Figure 1. Supply network.
Bar = 20 um. Pins as bars on the die edge.
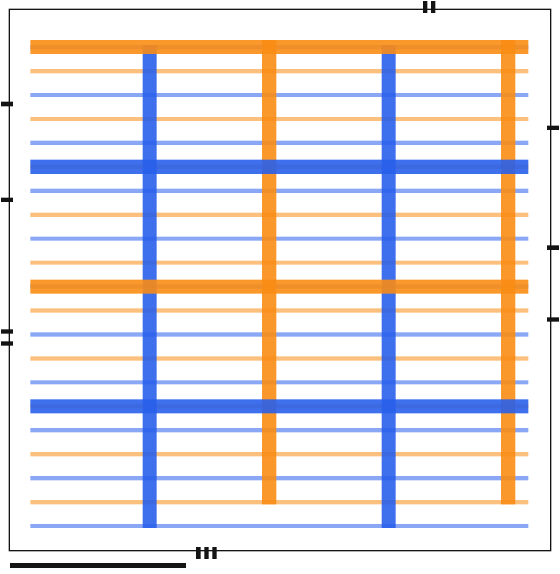
Figure 2. Placement by cell class.
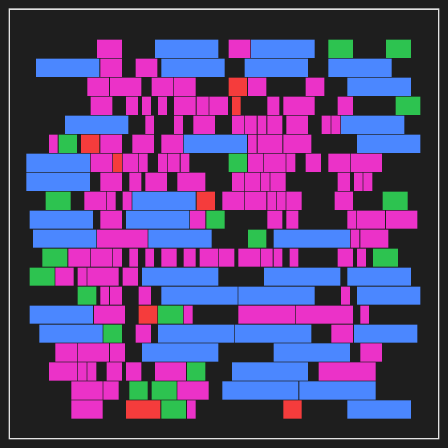
Figure 3. Clock wires, drivers and flops.
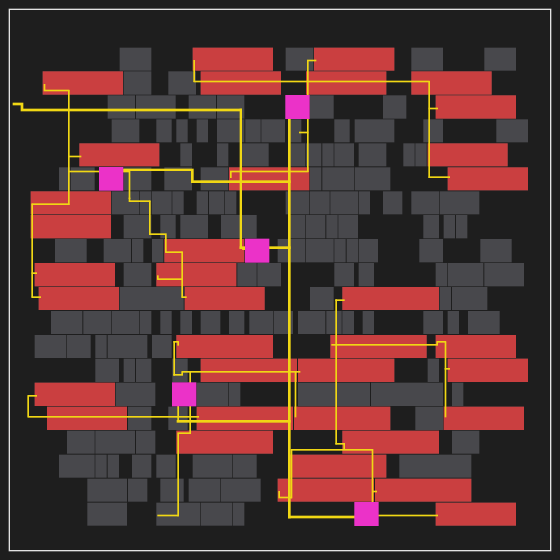
Figure 4. Routed metal, one colour a layer.
Bar = 20 um.
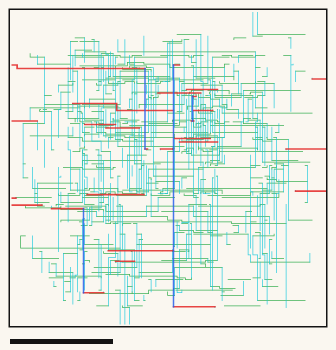
Figure 5. Track usage over the die.
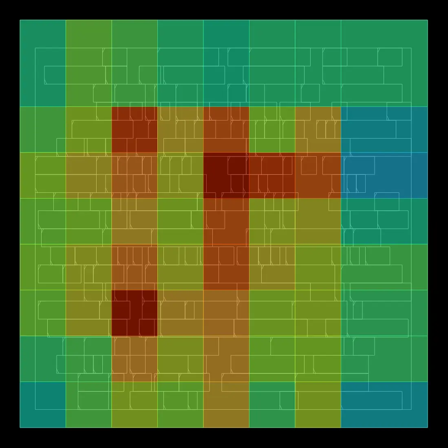
`src/rtl/change_dispenser_pkg.sv`:
```
// rtl/change_dispenser_pkg.sv - change codes, FSM encoding and helpers shared by the dispenser
package change_dispenser_pkg;

    localparam logic [1:0] CHG_NONE = 2'b00;
    localparam logic [1:0] CHG_ONE  = 2'b01;
    localparam logic [1:0] CHG_TWO  = 2'b10;

    // Queue entry layout: {vend, coins[1:0]}
    localparam int TXN_W = 3;

    typedef enum logic [2:0] {
        ST_IDLE     = 3'd0,
        ST_DROP     = 3'd1,
        ST_EJECT    = 3'd2,
        ST_WAIT_ACK = 3'd3,
        ST_GAP      = 3'd4,
        ST_FAULT    = 3'd5
    } state_t;

    // The reserved code 11 dispenses nothing.
    function automatic logic [1:0] chg_coins(input logic [1:0] chg);
        case (chg)
            CHG_NONE: return 2'd0;
            CHG_ONE:  return 2'd1;
            CHG_TWO:  return 2'd2;
            default:  return 2'd0;
        endcase
    endfunction

endpackage

```
`src/rtl/dispense_fifo.sv`:
```
// rtl/dispense_fifo.sv - transaction queue with full-bypass push and sticky overflow
module dispense_fifo #(
    parameter int DEPTH = 4,
    parameter int WIDTH = 3
) (
    input  logic             clk,
    input  logic             rst,
    input  logic             push,
    input  logic [WIDTH-1:0] push_data,
    input  logic             pop,
    output logic [WIDTH-1:0] head,
    output logic             empty,
    output logic             full,
    output logic             overflow
);

    localparam int AW = (DEPTH > 1) ? $clog2(DEPTH) : 1;
    localparam logic [AW:0] DEPTH_C = (AW + 1)'(DEPTH);

    logic [WIDTH-1:0] r_mem [DEPTH];
    logic [AW-1:0]    r_wr_ptr;
    logic [AW-1:0]    r_rd_ptr;
    logic [AW:0]      r_count;
    logic             r_overflow;
    logic             w_pop;
    logic             w_push;

    assign empty    = (r_count == '0);
    assign full     = (r_count == DEPTH_C);
    assign head     = r_mem[r_rd_ptr];
    assign overflow = r_overflow;

    // A full queue still accepts a push when the head leaves in the same cycle.
    assign w_pop  = pop && !empty;
    assign w_push = push && (!full || w_pop);

    always_ff @(posedge clk or posedge rst) begin
        if (rst) begin
            r_wr_ptr   <= '0;
            r_rd_ptr   <= '0;
            r_count    <= '0;
            r_overflow <= 1'b0;
        end else begin
            if (w_push) r_wr_ptr <= r_wr_ptr + AW'(1);
            if (w_pop)  r_rd_ptr <= r_rd_ptr + AW'(1);
            case ({w_push, w_pop})
                2'b10:   r_count <= r_count + (AW + 1)'(1);
                2'b01:   r_count <= r_count - (AW + 1)'(1);
                default: r_count <= r_count;
            endcase
            if (push && !w_push) r_overflow <= 1'b1;
        end
    end

    always_ff @(posedge clk) begin
        if (w_push) r_mem[r_wr_ptr] <= push_data;
    end

endmodule

```
`src/rtl/change_dispenser.sv`:
```
// rtl/change_dispenser.sv - sequences product-release and coin-hopper pulses from queued sales
module change_dispenser
    import change_dispenser_pkg::*;
#(
    parameter int PULSE_LEN   = 4,
    parameter int ACK_TIMEOUT = 16,
    parameter int DEPTH       = 4
) (
    input  logic       clk,
    input  logic       rst,
    input  logic       out,
    input  logic [1:0] change,
    input  logic       hopper_ack,
    output logic       product_drop,
    output logic       coin_eject,
    output logic       busy,
    output logic       full,
    output logic       overflow,
    output logic       fault
);

    localparam logic [7:0] PULSE_LAST = 8'(PULSE_LEN - 1);
    localparam logic [7:0] ACK_LAST   = 8'(ACK_TIMEOUT - 1);

    state_t             r_state;
    state_t             w_next_state;
    logic [7:0]         r_cnt;
    logic [1:0]         r_coins;
    logic [1:0]         w_next_coins;
    logic               r_product_drop;
    logic               r_coin_eject;
    logic               r_fault;
    logic [1:0]         w_in_coins;
    logic               w_push;
    logic               w_pop;
    logic               w_empty;
    logic [TXN_W-1:0]   w_push_data;
    logic [TXN_W-1:0]   w_head;

    assign w_in_coins  = chg_coins(change);
    assign w_push      = out || (w_in_coins != 2'd0);
    assign w_push_data = {out, w_in_coins};
    assign w_pop       = (r_state == ST_IDLE) && !w_empty;

    dispense_fifo #(
        .DEPTH (DEPTH),
        .WIDTH (TXN_W)
    ) u_fifo (
        .clk       (clk),
        .rst       (rst),
        .push      (w_push),
        .push_data (w_push_data),
        .pop       (w_pop),
        .head      (w_head),
        .empty     (w_empty),
        .full      (full),
        .overflow  (overflow)
    );

    always_comb begin
        w_next_state = r_state;
        w_next_coins = r_coins;
        case (r_state)
            ST_IDLE: begin
                if (!w_empty) begin
                    w_next_coins = w_head[1:0];
                    if (w_head[2])
                        w_next_state = ST_DROP;
                    else if (w_head[1:0] != 2'd0)
                        w_next_state = ST_EJECT;
                end
            end
            ST_DROP: begin
                if (r_cnt == PULSE_LAST)
                    w_next_state = (r_coins != 2'd0) ? ST_EJECT : ST_GAP;
            end
            ST_EJECT: begin
                if (r_cnt == PULSE_LAST)
                    w_next_state = ST_WAIT_ACK;
            end
            ST_WAIT_ACK: begin
                // An ack on the last allowed cycle still wins over the timeout.
                if (hopper_ack) begin
                    w_next_coins = r_coins - 2'd1;
                    w_next_state = (r_coins > 2'd1) ? ST_EJECT : ST_GAP;
                end else if (r_cnt == ACK_LAST) begin
                    w_next_state = ST_FAULT;
                end
            end
            ST_GAP:   w_next_state = ST_IDLE;
            ST_FAULT: w_next_state = ST_FAULT;
            default:  w_next_state = ST_IDLE;
        endcase
    end

    always_ff @(posedge clk or posedge rst) begin
        if (rst) begin
            r_state        <= ST_IDLE;
            r_coins        <= 2'd0;
            r_cnt          <= 8'd0;
            r_product_drop <= 1'b0;
            r_coin_eject   <= 1'b0;
            r_fault        <= 1'b0;
        end else begin
            r_state <= w_next_state;
            r_coins <= w_next_coins;
            if (w_next_state != r_state)
                r_cnt <= 8'd0;
            else if (r_state == ST_DROP || r_state == ST_EJECT || r_state == ST_WAIT_ACK)
                r_cnt <= r_cnt + 8'd1;
            r_product_drop <= (w_next_state == ST_DROP);
            r_coin_eject   <= (w_next_state == ST_EJECT);
            r_fault        <= (w_next_state == ST_FAULT);
        end
    end

    assign product_drop = r_product_drop;
    assign coin_eject   = r_coin_eject;
    assign fault        = r_fault;
    assign busy         = (r_state != ST_IDLE) || !w_empty;

endmodule

```
`config.mk`:
```
export PLATFORM = sky130hd
export DESIGN_NAME = change_dispenser
export DESIGN_NICKNAME = d
export VERILOG_FILES = /design/src/rtl/change_dispenser_pkg.sv /design/src/rtl/dispense_fifo.sv /design/src/rtl/change_dispenser.sv
export SDC_FILE = /design/constraint.sdc
export NUM_CORES = 1
export LEC_CHECK = 0
export CAP_MARGIN = 20
export CORE_MARGIN = 2
export CORE_UTILIZATION = 58
export CTS_CLUSTER_SIZE = 25
export DETAILED_ROUTE_END_ITERATION = 10
export GPL_ROUTABILITY_DRIVEN = 0
export PLACE_DENSITY = 0.76
export SYNTH_ARGS = -nofsm -noshare
export SYNTH_HDL_FRONTEND = slang
export SYNTH_SLANG_ARGS = --single-unit
```
`constraint.sdc`:
```
create_clock -name clk -period 2.8 [get_ports clk]
set_input_delay 0.7 -clock clk [delete_from_list [all_inputs] [get_ports clk]]
set_output_delay 0.7 -clock clk [all_outputs]
set_load 0.02 [all_outputs]
```
==> Slide: Implementation Results <==
Synthesis and Place & Route Summary

Run status
  – Outcome: completed

Clock tree
  – Clock Latency Late Sink: 0.34 ns
  – Post-CTS Resized: 0
  – Total CTS buffers: 5
  – Clock buffer depth: 2
  – Post CTS Setup Buffer Count: 0
  – Clock sinks: 36
  – Clock root buffer: clkbuf_4
  – CTS tree: yes
  – Clock Pin Slew Worst Setup and Hold Paths: 0.09 ns
  – Hold buffer count at cts: 0
  – H-tree levels: 2

Route
  – Avg Vias per Cell: 5.81
  – Post-DRT Antenna Nets: 0
  – DRC: 0
  – Total detailed-routing wirelength: 3520 um
  – First drt pass iteration count: 4
  – Initial drt markers: 100

Logic synthesis
  – Ao+oa area frac: 0.117
  – Syn avg cell area: 11.5 um2
  – Adder share: 0.0761
  – Ys cells: 166
  – Unique cell types: 42
  – Synth cell count leaders: dfrtp_1 (24), inv_1 (17), nand2_1 (13), edfxtp_1 (12), xnor2_1 (11)
  – Cells after Synth: 166
  – Syn Std Cell Area: 1910 um2
  – Top cells by area, synth: dfrtp_1 (31%), edfxtp_1 (19%), ha_1 (6.6%), xnor2_1 (5.1%), a2111oi_0 (3.7%)
  – Simple share: 0.143
  – Synth Net Count: 183
  – Count leader, synth: dfrtp_1
  – Ys async rst share: 0.667
  – Synth flops: 36
  – Synth area leader: dfrtp_1
  – Number of synthesis warnings: 0
  – Synthesis area per yosys: 1910 um2
  – Post-synth top area share: 0.315
  – Dominant register cell: dfrtp_1
  – Number of enable flip-flop cells: 12
  – Post-synth seq share: 0.504
  – Main logic family: simple AND/OR/NAND/NOR gates
  – Post-synth mux share: 0.0466
  – XOR Share, Synth: 0.0643

Flow run
  – Max_cap viols: 0
  – Log Warnings: 31

Floorplan
  – Die height: 61.3 um
  – Core Util at FP: 0.620
  – DIE AREA: 3760 um2
  – I/O pin total: 12
  – Die x size: 61.3 um

Worst hold path
  – Hold path cells: 1
  – Hold crit path type: reg2reg

Timing
  – Slew Limit Fails: 0
  – Rel. slew slack: 0.577
  – # setup viols final: 0
  – Final Hold Vio Count: 0
  – Fin crit period: 2.56 ns
  – Worst Max-Slew Pin Slew: 0.628 ns
  – Setup tns final: 0 ns
  – Unrepaired setup endpoints after global routing: no
  – Cycle use final: 0.916
  – Fmax: 390 MHz

Global routing
  – Initial antenna violation count: 0
  – Vias in the first global route: 1373
  – Largest net degree at the start of global routing: 25
  – Total gr overflow: 0
  – First-pass GRT wire length: 6190 um

Layout
  – Fillers: 241
  – Share of layout cells above drive strength 1: 0.144
  – Syn-to-layout area delta: 13.3%
  – Diode count: 0
  – Fin nets: 204

Setup path
  – CP required: 3.07 ns
  – Reg2reg path depth: 9
  – Worst Path Max Fanout: 2
  – Worst path buffer plus inverter count: 4
  – CP Capture Type: flop
  – Slowest stage delay, CP: 0.48 ns
  – Critical path's most frequent cell: inv_1
  – Worst path depth: 12
  – CP top delay family: adder cells
  – Internal reg-to-reg setup slack: 0.49 ns
  – CP cell instances: clkdlybuf4s50_1 > inv_1 > ha_1 > nor2b_1 > a21oi_1 > inv_1 > ha_1 > inv_1 > fa_1 > xor2_1 > nor2_1 > xor2_1
  – WP data arrival: 2.83 ns
  – Slowest cell on crit path: clkdlybuf4s50_1
  – Critical path type: in2reg
  – CP Launch Type: input pin

Placement
  – Port bufs: 11
  – Placed Instance Area: 2100 um2
  – HPWL after DPL: 2620 um

Power
  – Design Power: 1.28 mW
  – Peak supply drop: 0.000506 V
  – Leak pwr: 0.874 nW
  – Pwr Density: 591 nW/um2
-- Figure 1 (at the start) --
- orange: VDD
- blue: VSS
- met1 rails: 21
- met4 straps: 4
- rows: 20
- signal pins: 12
- met5 straps: 4

-- Figure 2 (at the start) --
- red: clock drivers and dummy loads (cells 8)
- blue: sequential cells (cells 36)
- green: remaining buffers and delay cells (cells 19)
- magenta: combinational and other logic (cells 125)
Seq/total area: 0.445
design area: 2160 um2
final core occ: 0.702
FP Rows: 20
total core area: 3080 um2

-- Figure 3 (at the start) --
- magenta: clock drivers (count 5)
- yellow: clock wires (length 413 um)
- red: flip-flops (count 36)
- routed clock nets: 6
- flops lie: all over the die
share of total power in the clock network: 0.221
clock skew: 0.00162 ns
clk pwr: 0.282 mW

-- Figure 4 (at the start) --
- red: metal 3 (wire length 170 um)
- cyan: metal 2 (wire length 1680 um)
- blue: metal 4 (wire length 83.6 um)
- green: metal 1 (wire length 1590 um)
routed length per placed instance: 15.2 um
Vias: 1347

-- Figure 5 (at the start) --
Tot GR Track Use: 0.233
met3 Use GR: 0.0588
GRT met1 Usage: 0.313
Top Usage Layer GRT: met2
met2 usage in global routing: 0.356

[cell families after synthesis]
group | after synthesis
xor+xnor | 14
mux | 5
buf+inv | 22
fa+ha+maj | 11
compound gates | 27
flops | 36
simple gates | 51
[flip-flops by register name, indices dropped and copies added, names as in the netlist]
register / flops
u_fifo.r_mem: 12
r_cnt: 8
r_state: 3
u_fifo.r_count: 3
r_coins: 2
u_fifo.r_rd_ptr: 2
u_fifo.r_wr_ptr: 2
coin_eject: 1
fault: 1
product_drop: 1
u_fifo.overflow: 1
[layer usage]
| metal | GRT usage | share of wire | up-vias |
|---|---|---|---|
| met5 | 0 | 0 | - |
| met4 | 0.116 | 0.024 | 0 |
| met3 | 0.0588 | 0.048 | 11 |
| met2 | 0.356 | 0.48 | 35 |
| met1 | 0.313 | 0.45 | 664 |
| li1 | - | - | 637 |
[layout make-up]
cell class                 count  area, um2  share of cell area
sequential                    36        961               0.445
inverter                      17       63.8              0.0295
clock buffer                   8       58.8              0.0272
tap                           44       55.1              0.0255
timing repair buffer          19        170              0.0787
multi-input combinational    108        852               0.394
[stage by stage]
stage	std cells	setup WS [ns]	hold WS (ns)
2_1_floorplan	166	0.401	0.470
5_1_grt	232	0.0821	0.527
3_3_place_gp	224	-0.00290	0.463
4_1_cts	232	0.241	0.499
3_5_place_dp	224	-0.0847	0.473
6_report	232	0.237	0.496
[where the power goes]
part / switching, mW / leakage [nW] / internal, mW
logic: 0.162 / 0.425 / 0.138
registers: 0.0497 / 0.416 / 0.646
clock network: 0.158 / 0.0326 / 0.124
[cells in the final DEF (no fill, tap or decap), drive strengths merged, types with 2 or more instances in the layout]
cell type / instances
a2111oi: 8
a21oi: 2
a31oi: 2
and2: 6
and3: 2
buf: 8
clkbuf: 8
clkdlybuf4s50: 11
dfrtp: 24
edfxtp: 12
ha: 10
inv: 17
mux4: 3
nand2: 13
nand3: 4
nor2: 6
nor2b: 2
nor3: 5
nor3b: 2
nor4: 3
o21ai: 3
o21bai: 2
o221a: 3
or3: 4
xnor2: 11
xor2: 3
[worst paths after layout]
kind | endpoint | start
min in group asynchronous | r_cnt[5] | rst
min | u_fifo.overflow | u_fifo.overflow
max reg2reg | u_fifo.r_count[2] | r_state[2]
max | u_fifo.r_count[2] | change[0]
min reg2reg | u_fifo.overflow | u_fifo.overflow
max in group asynchronous | u_fifo.r_rd_ptr[0] | rst
Power is estimated from default activity; no workload was simulated.
